<file path="config.mk">
export PLATFORM = sky130hd
export DESIGN_NAME = ram_lane_init
export DESIGN_NICKNAME = d
export VERILOG_FILES = /design/src/rtl/ram_lane_init.sv
export SDC_FILE = /design/constraint.sdc
export NUM_CORES = 1
export LEC_CHECK = 0
export ABC_AREA = 1
export CORE_MARGIN = 10
export CORE_UTILIZATION = 61
export DETAILED_ROUTE_END_ITERATION = 8
export PLACE_DENSITY = 0.79
export SYNTH_ARGS = -nofsm -noshare
export SYNTH_HDL_FRONTEND = slang
export SYNTH_SLANG_ARGS = --single-unit
</file>
<file path="constraint.sdc">
create_clock -name clk -period 2.3 [get_ports clk]
set_input_delay 0.46 -clock clk [delete_from_list [all_inputs] [get_ports clk]]
set_output_delay 0.46 -clock clk [all_outputs]
set_load 0.05 [all_outputs]
</file>
<file path="src/rtl/ram_lane_init.sv">
// Dual-port lane-masked RAM with a self-clearing sweep after reset or on request.
// One write port and one registered read port work in the same cycle. Byte lanes
// are written independently under w_mask. While busy, the controller writes zeros
// to every address in turn and both user ports are ignored.
module ram_lane_init #(
    parameter int unsigned AW     = 5,
    parameter int unsigned DW     = 8,
    parameter int unsigned DN     = 1,
    parameter bit          BYPASS = 1'b0
) (
    input  logic             clk,
    input  logic             rst_n,
    input  logic             w_en,
    input  logic [AW-1:0]    w_addr,
    input  logic [DN*DW-1:0] w_data,
    input  logic [DN-1:0]    w_mask,
    input  logic             r_en,
    input  logic [AW-1:0]    r_addr,
    output logic [DN*DW-1:0] r_data,
    output logic             r_valid,
    input  logic             init_req,
    output logic             busy
);

    localparam int unsigned WW    = DN * DW;
    localparam int unsigned DEPTH = 1 << AW;

    typedef enum logic [0:0] {StInit, StIdle} state_e;

    state_e          state_q, state_d;
    logic [AW-1:0]   clr_addr_q, clr_addr_d;
    logic            clr_last;
    logic            is_idle;
    logic [WW-1:0]   rd_word;
    logic [WW-1:0]   mem [DEPTH];

    // Terminal detection keeps the AW-bit sweep counter from wrapping unnoticed.
    assign clr_last = (clr_addr_q == {AW{1'b1}});

    // Controller state and sweep address register.
    always_ff @(posedge clk or negedge rst_n) begin
        if (!rst_n) begin
            state_q    <= StInit;
            clr_addr_q <= '0;
        end else begin
            state_q    <= state_d;
            clr_addr_q <= clr_addr_d;
        end
    end

    // Next-state logic: the sweep cannot be restarted by init_req, only by reset.
    always_comb begin
        state_d    = state_q;
        clr_addr_d = clr_addr_q;
        unique case (state_q)
            StInit: begin
                if (clr_last) begin
                    state_d    = StIdle;
                    clr_addr_d = '0;
                end else begin
                    clr_addr_d = clr_addr_q + 1'b1;
                end
            end
            StIdle: begin
                if (init_req) begin
                    state_d    = StInit;
                    clr_addr_d = '0;
                end
            end
            default: begin
                state_d    = StInit;
                clr_addr_d = '0;
            end
        endcase
    end

    // Controller outputs.
    always_comb begin
        busy    = (state_q == StInit);
        is_idle = (state_q == StIdle);
    end

    // Storage: sweep writes zeros, otherwise masked per-lane user writes.
    always_ff @(posedge clk) begin
        if (busy) begin
            mem[clr_addr_q] <= '0;
        end else if (w_en) begin
            for (int i = 0; i < int'(DN); i++) begin
                if (w_mask[i]) begin
                    mem[w_addr][i*DW +: DW] <= w_data[i*DW +: DW];
                end
            end
        end
    end

    // Read word selection; write-first forwarding applies only to masked lanes.
    always_comb begin
        rd_word = mem[r_addr];
        if (BYPASS && w_en && (r_addr == w_addr)) begin
            for (int i = 0; i < int'(DN); i++) begin
                if (w_mask[i]) begin
                    rd_word[i*DW +: DW] = w_data[i*DW +: DW];
                end
            end
        end
    end

    // Registered read port; r_data holds when no read is accepted.
    always_ff @(posedge clk or negedge rst_n) begin
        if (!rst_n) begin
            r_data  <= '0;
            r_valid <= 1'b0;
        end else begin
            r_valid <= is_idle && r_en;
            if (is_idle && r_en) begin
                r_data <= rd_word;
            end
        end
    end

endmodule

</file>
Figure 1. Clock network drawn from the DEF.
Scale: 2 px per µm.
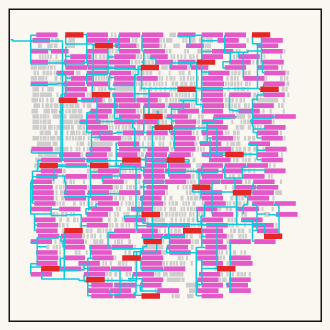
[red] clock-net drivers | count: 28
[cyan] clock wires | length: 2,820 µm
[magenta] flip-flops | count: 271
routed clock nets	29
flops lie	spread over the die

Figure 2. Floorplan with the power grid.
Scale: 2 px per µm. Pins as bars on the die edge.
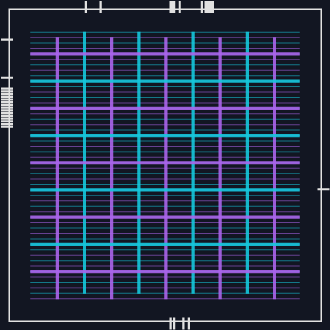
color	net
cyan	VDD
purple	VSS
met5 straps	9
rows	49
met1 rails	50
met4 straps	9
VDD IR-drop max: 0.8159 mV
Die Height: 155.3 µm
die x size: 155.3 µm

Figure 3. Clock routing.
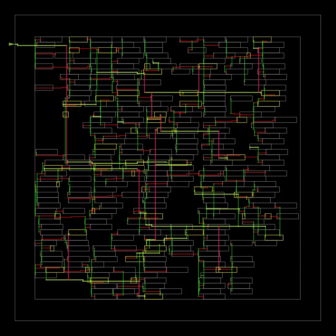
CTS Buf Count: 28
Latency at later pin: 560 ps
Clock Power: 4.72 mW
clk sinks: 271

Figure 4. Metal layers overlaid.
Scale: 3 px per µm.
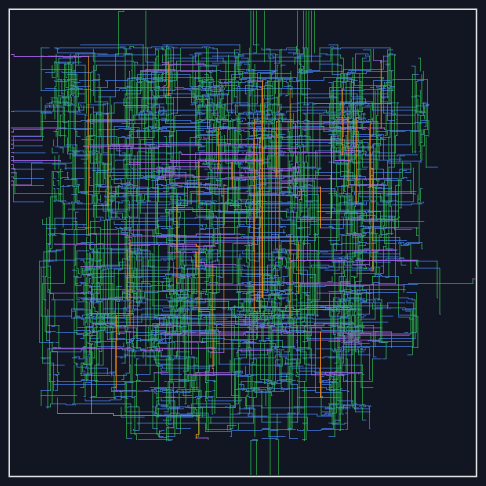
color	layer	wire length
purple	M3	2,630 µm
blue	M1	10,200 µm
orange	M4	1,010 µm
green	M2	13,000 µm

==> ci_impl_report.md <==
## PnR job results

| Metric | Value |
|---|---|
| Status | finished, final reports clean |
| Worst slew pin tran | 741.2 ps |
| Die Size | 24,100 µm² |
| Total power | 13.50 mW |
| LEAKAGE | 5.104 nW |
| Ports | 34 |
| Sequential area share after synthesis | 0.7226 |
| Cell with the most instances after synthesis | nand2_1 |
| Post-synth EDFFs | 256 |
| Adder and majority gate portion of the synthesized area | 0.002243 |
| Top cells, area | edfxtp_1 (69%), nand2_1 (12%), nand3_1 (9.9%), dfrtp_1 (3.4%), nor2_1 (1.6%) |
| Pwr top | sequential cells |
| Sum of buffers and inverters on the critical path | 3 |
| Yosys warns | 0 |
| Cell taking the most area after synthesis | edfxtp_1 |
| Cell area after synthesis | 11,160 µm² |
| P_comb | 2.56 mW |
| Net Count, Synth | 1,019 |
| Area fraction in xor and xnor cells | 0.0007849 |
| Worst path top cell family by delay | buffers and inverters |
| NetSw | 3.758 mW |
| Root Driver | clkbuf_16 |
| Mapped Avg Cell Area | 11.24 µm² |
| MUX area fraction | 0 |
| Ys async rst share | 0.05535 |
| CORE AREA | 17,960 µm² |
| Crit-path max cell delay | 520 ps |
| Vias in the first global route | 7,498 |
| Yosys cell count | 993 |
| First-pass GRT wire length | 40,990 µm |
| R2R depth | 6 |
| Initial DRC count | 948 |
| Fp util | 0.6212 |
| DRC | 0 |
| Dominant cell area share | 0.6889 |
| Cts repair resizes | 1 |
| DP Area | 12,180 µm² |
| Levels on crit path | 3 |
| Ant diodes | 0 |
| Final hold slack | 344.1 ps |
| Gate Count Post-Synth | 993 |
| Setup Buffers After CTS | 0 |
| Detail Route Antenna Nets | 0 |
| Max Cap Viol | 0 |
| Clk buf depth | 3 |
| Total number of vias | 7,724 |
| Clock power frac | 0.350 |
| Register area | 8063 µm² |
| Worst setup path class | reg -> out |
| Hold Path Class | in -> async |
| Worst Setup SP | is_idle |
| FP Rows | 49 |
| P_int | 9.745 mW |
| Log Warnings | 26 |
| CTS tree | done |
| DP Worst Slack | -376.2 ps |
| Period utilization | 0.9728 |
| Comb pwr share | 0.189 |
| Final Max Slew Viols | 0 |
| Final core occ | 0.7330 |
| # port buffers | 33 |
| DR vias/cell | 5.856 |
| Basic Gates by Area | 0.2375 |
| Final min period | 2237 ps |
| Cell Type Count | 21 |
| Placed Cells | 1,268 |
per-layer routing:
layer  track usage  routed length (µm)
met1        0.2889               10180
met2        0.3617               13020
met3       0.03198                2627
met4       0.09091                1007
met5             0                   0
registers in the layout, indices dropped and copies added, names as in the netlist:
signal,count
r_valid,1
clr_addr_q,5
r_data,8
is_idle,1
mem,256
final cells by class:
cell class                 instances  share of cell area
clock buffer                      32             0.05587
inverter                          27            0.007792
timing repair buffer              99             0.07355
clock inverter                    19             0.01862
sequential                       271              0.6123
multi-input combinational        642              0.2101
tap                              229             0.02176
worst register-to-register path: stages (launching register included):
cell,delay (ps)
dfrtp_1,410
nand3_4,160
o21ai_1,260
inv_1,90
nor2_1,130
nand2_1,160
nor2_1,530
No activity file was given, so power comes from the tool's default toggle rates.
